File: src/rtl/vga_scan_800x600.sv
// vga_scan_800x600: 800x600@72 scan generator with clamped lookahead coordinates
// and a registered RGB444 pixel composed from two overlay layers. Rev 1.0
`default_nettype none
`timescale 1ns/1ps

module vga_scan_800x600 #(
  parameter int   H_VIS    = 800,
  parameter int   H_FP     = 56,
  parameter int   H_SYNC   = 120,
  parameter int   H_BP     = 64,
  parameter int   V_VIS    = 600,
  parameter int   V_FP     = 37,
  parameter int   V_SYNC   = 6,
  parameter int   V_BP     = 23,
  parameter logic SYNC_POL = 1'b1
) (
  input  logic        clk,
  input  logic        reset,
  input  logic        score_fill,
  input  logic        field_fill,
  input  logic [11:0] score_color,
  input  logic [11:0] field_color,
  input  logic [11:0] bg_color,
  output logic [11:0] x_p,
  output logic [11:0] y_p,
  output logic        hsync,
  output logic        vsync,
  output logic [11:0] rgb,
  output logic        pix_en,
  output logic        frame_start
);

  localparam logic [11:0] H_LAST   = 12'(H_VIS + H_FP + H_SYNC + H_BP - 1);
  localparam logic [11:0] V_LAST   = 12'(V_VIS + V_FP + V_SYNC + V_BP - 1);
  localparam logic [11:0] H_VIS_W  = 12'(H_VIS);
  localparam logic [11:0] V_VIS_W  = 12'(V_VIS);
  localparam logic [11:0] X_MAX    = 12'(H_VIS - 1);
  localparam logic [11:0] Y_MAX    = 12'(V_VIS - 1);
  localparam logic [11:0] HS_FIRST = 12'(H_VIS + H_FP);
  localparam logic [11:0] HS_LAST  = 12'(H_VIS + H_FP + H_SYNC - 1);
  localparam logic [11:0] VS_FIRST = 12'(V_VIS + V_FP);
  localparam logic [11:0] VS_LAST  = 12'(V_VIS + V_FP + V_SYNC - 1);

  logic [11:0] hcount;
  logic [11:0] vcount;
  logic [11:0] h_next;
  logic [11:0] v_next;
  logic        h_vis_next;
  logic        v_vis_next;
  logic [11:0] rgb_next;
  logic        hsync_next;
  logic        vsync_next;
  logic        advance;

  // Counters move on the edge that raises pix_en, so the first edge after
  // reset lands on (0,0).
  assign advance = ~pix_en;

  always_comb begin
    h_next = (hcount == H_LAST) ? 12'd0 : hcount + 12'd1;
    v_next = vcount;
    if (hcount == H_LAST) begin
      v_next = (vcount == V_LAST) ? 12'd0 : vcount + 12'd1;
    end
    h_vis_next = (h_next < H_VIS_W);
    v_vis_next = (v_next < V_VIS_W);
    rgb_next   = 12'h000;
    if (h_vis_next && v_vis_next) begin
      if (score_fill)      rgb_next = score_color;
      else if (field_fill) rgb_next = field_color;
      else                 rgb_next = bg_color;
    end
    hsync_next = (h_next >= HS_FIRST && h_next <= HS_LAST) ? SYNC_POL : ~SYNC_POL;
    vsync_next = (v_next >= VS_FIRST && v_next <= VS_LAST) ? SYNC_POL : ~SYNC_POL;
  end

  always_ff @(posedge clk) begin
    if (reset) begin
      pix_en      <= 1'b0;
      hcount      <= H_LAST;
      vcount      <= V_LAST;
      x_p         <= X_MAX;
      y_p         <= Y_MAX;
      rgb         <= 12'h000;
      hsync       <= ~SYNC_POL;
      vsync       <= ~SYNC_POL;
      frame_start <= 1'b0;
    end else begin
      pix_en      <= ~pix_en;
      frame_start <= 1'b0;
      if (advance) begin
        hcount      <= h_next;
        vcount      <= v_next;
        x_p         <= h_vis_next ? h_next : X_MAX;
        y_p         <= v_vis_next ? v_next : Y_MAX;
        rgb         <= rgb_next;
        hsync       <= hsync_next;
        vsync       <= vsync_next;
        frame_start <= (h_next == 12'd0) && (v_next == 12'd0);
      end
    end
  end

endmodule

`default_nettype wire

File: config.mk
export PLATFORM = sky130hd
export DESIGN_NAME = vga_scan_800x600
export DESIGN_NICKNAME = d
export VERILOG_FILES = /design/src/rtl/vga_scan_800x600.sv
export SDC_FILE = /design/constraint.sdc
export NUM_CORES = 1
export LEC_CHECK = 0
export ABC_AREA = 1
export ABC_CLOCK_PERIOD_IN_PS = 2700
export CORE_UTILIZATION = 50
export DETAILED_ROUTE_END_ITERATION = 16
export PLACE_DENSITY = 0.9
export REMOVE_ABC_BUFFERS = 1
export SLEW_MARGIN = 40
export SYNTH_ARGS = -nofsm -noshare
export SYNTH_HDL_FRONTEND = slang
export SYNTH_SLANG_ARGS = --single-unit
File: constraint.sdc
create_clock -name clk -period 2.7 [get_ports clk]
set_input_delay 0.54 -clock clk [delete_from_list [all_inputs] [get_ports clk]]
set_output_delay 0.54 -clock clk [all_outputs]
set_load 0.02 [all_outputs]
==> images/met2.png <==
(4 px per µm) Cells faint in the background.
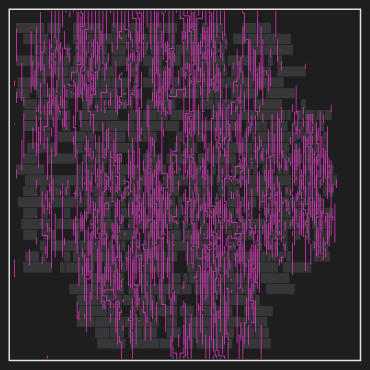
main direction: vertical
share of all routed wire: 49%
wire length on this layer: 5080 µm
nets with wire on the layer: 557
longest straight run: 33.3 µm

==> images/pins.png <==
(3 px per µm) Pins as bars across the die edge, other pins in gray.
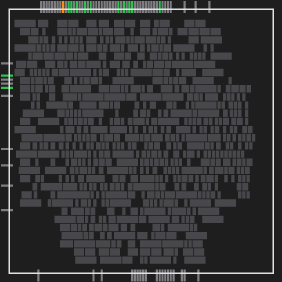
| color | port | pins | direction | edge |
|---|---|---|---|---|
| orange | score_fill | 1 | input | top |
| green | score_color | 12 | input | 10 top, 2 left |
all pins by edge: 51 top, 19 bottom, 10 left

==> reports/qor.yml <==
run_status:
  outcome: "finished, final reports clean"
global_routing:
  grt.met3_usage_pct: 5.50
  overflow: 0
  grt_pass1_vias: 3750
  grt_max_degree: 25
  antenna_found_initial: 0
  grt.met1_usage_pct: 35.6
route:
  vias_per_cell: 5.49
  met2_wirelength_um: 5080
  m1WireLength_um: 4270
  wl_met3_um: 709
placement:
  post-dp-hpwl_um: 7830
  io_buffers: 79
  gp_congestion: 0.947
pwr:
  power_density_nw_per_um2: 634
  switchingPower_mw: 1.13
  total_power_mw: 2.95
  p_seq_share_pct: 38.2
critical_path:
  required_ps: 2950
  crit_type: "flip-flop to flip-flop"
  crit_path_cell_trace: "ha_1 > nand3_4 > nor2_2 > nand2_2 > inv_2 > nand3_1 > o21ai_1 > inv_1 > nand2_1 > nor2_2 > nand2_4 > nand2_4 > nand2_1 > nand2_1"
  critical_path.startpoint: "hcount[1]"
  cp.depth: 14
  r2r_setup_slack_ps: 270
  start_kind: "flip-flop"
finish:
  lay_top_count: "nand2_1"
  final_cells: 724
  lay_top_cells: "nand2_1 (168), clkdlybuf4s50_1 (79), dfxtp_1 (64)"
  sh_seq_area_pct: 27.5
  buf_share_pct: 17.9
  nMultiInputCombCells: 400
  comb_share_pct: 42.6
  drive_above_1_share_pct: 8.44
floorplanning:
  num_tap_cells: 96
  fp-utilization_pct: 52.9
  die_height_um: 87.5
  io_pins: 80
  dieArea_um2: 7650
  core-area_um2: 6910
sta:
  fin_crit_sh_pct: 90.1
  max_freq_mhz: 411
  setup_tns_ps: 0
clocking:
  clk_latency_ps: 360
  clk_pin_slew_ps: 70
  ctsHoldBuffers: 0
synth:
  common_cells: "nand2_1 (168), dfxtp_1 (64), inv_1 (56)"
  xor_area_share_pct: 1.85
  top_cell: "nand2_1"
  synthesis.instances: 552
  ys.flop_type: "dfxtp_1"
==> images/final_clocks.png <==
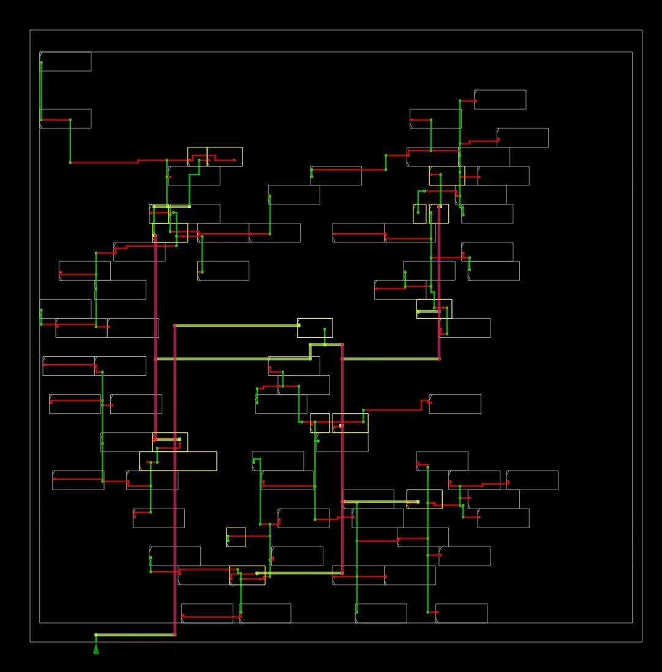
Clock Sinks: 64
CTS buffer count: 9

==> images/clock_map.png <==
(6 px per µm)
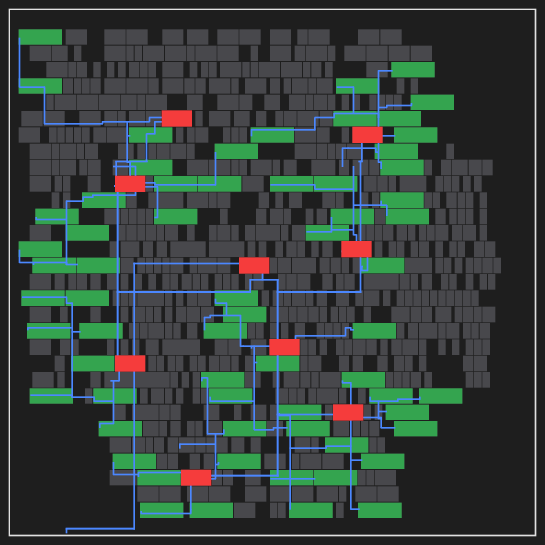
[red] cells driving clock nets | count: 9
[green] flip-flops | count: 64
[blue] clock wires | length: 812 µm
flops lie: all over the die
routed clock nets: 10

[power groups by stage]
stage	registers (mW)	logic [mW]	clock network (mW)
global placement	1.14	0.963	0
detailed placement	1.15	0.982	0
finish	1.13	1.00	0.822
global route	1.14	1.10	0.867
CTS	1.13	0.990	0.827
floorplan	1.21	0.542	0
[through the flow]
step                hold WS [ps]  cell area, µm²  utilization (%)
floorplan                    478            3500                -
global placement             426            4460             64.6
detailed placement           433            4460             64.6
CTS                          446            4660             67.5
global route                 461            4660             67.5
finish                       444            4660             67.5
[worst min-delay path by stage]
stage                           end  slack (ps)
after floorplan           hcount[1]         480
after global placement      x_p[11]         430
after detailed placement    x_p[11]         430
after CTS                   x_p[10]         450
after global routing        x_p[11]         460
final                       x_p[10]         440
No activity file was given, so power comes from the tool's default toggle rates.
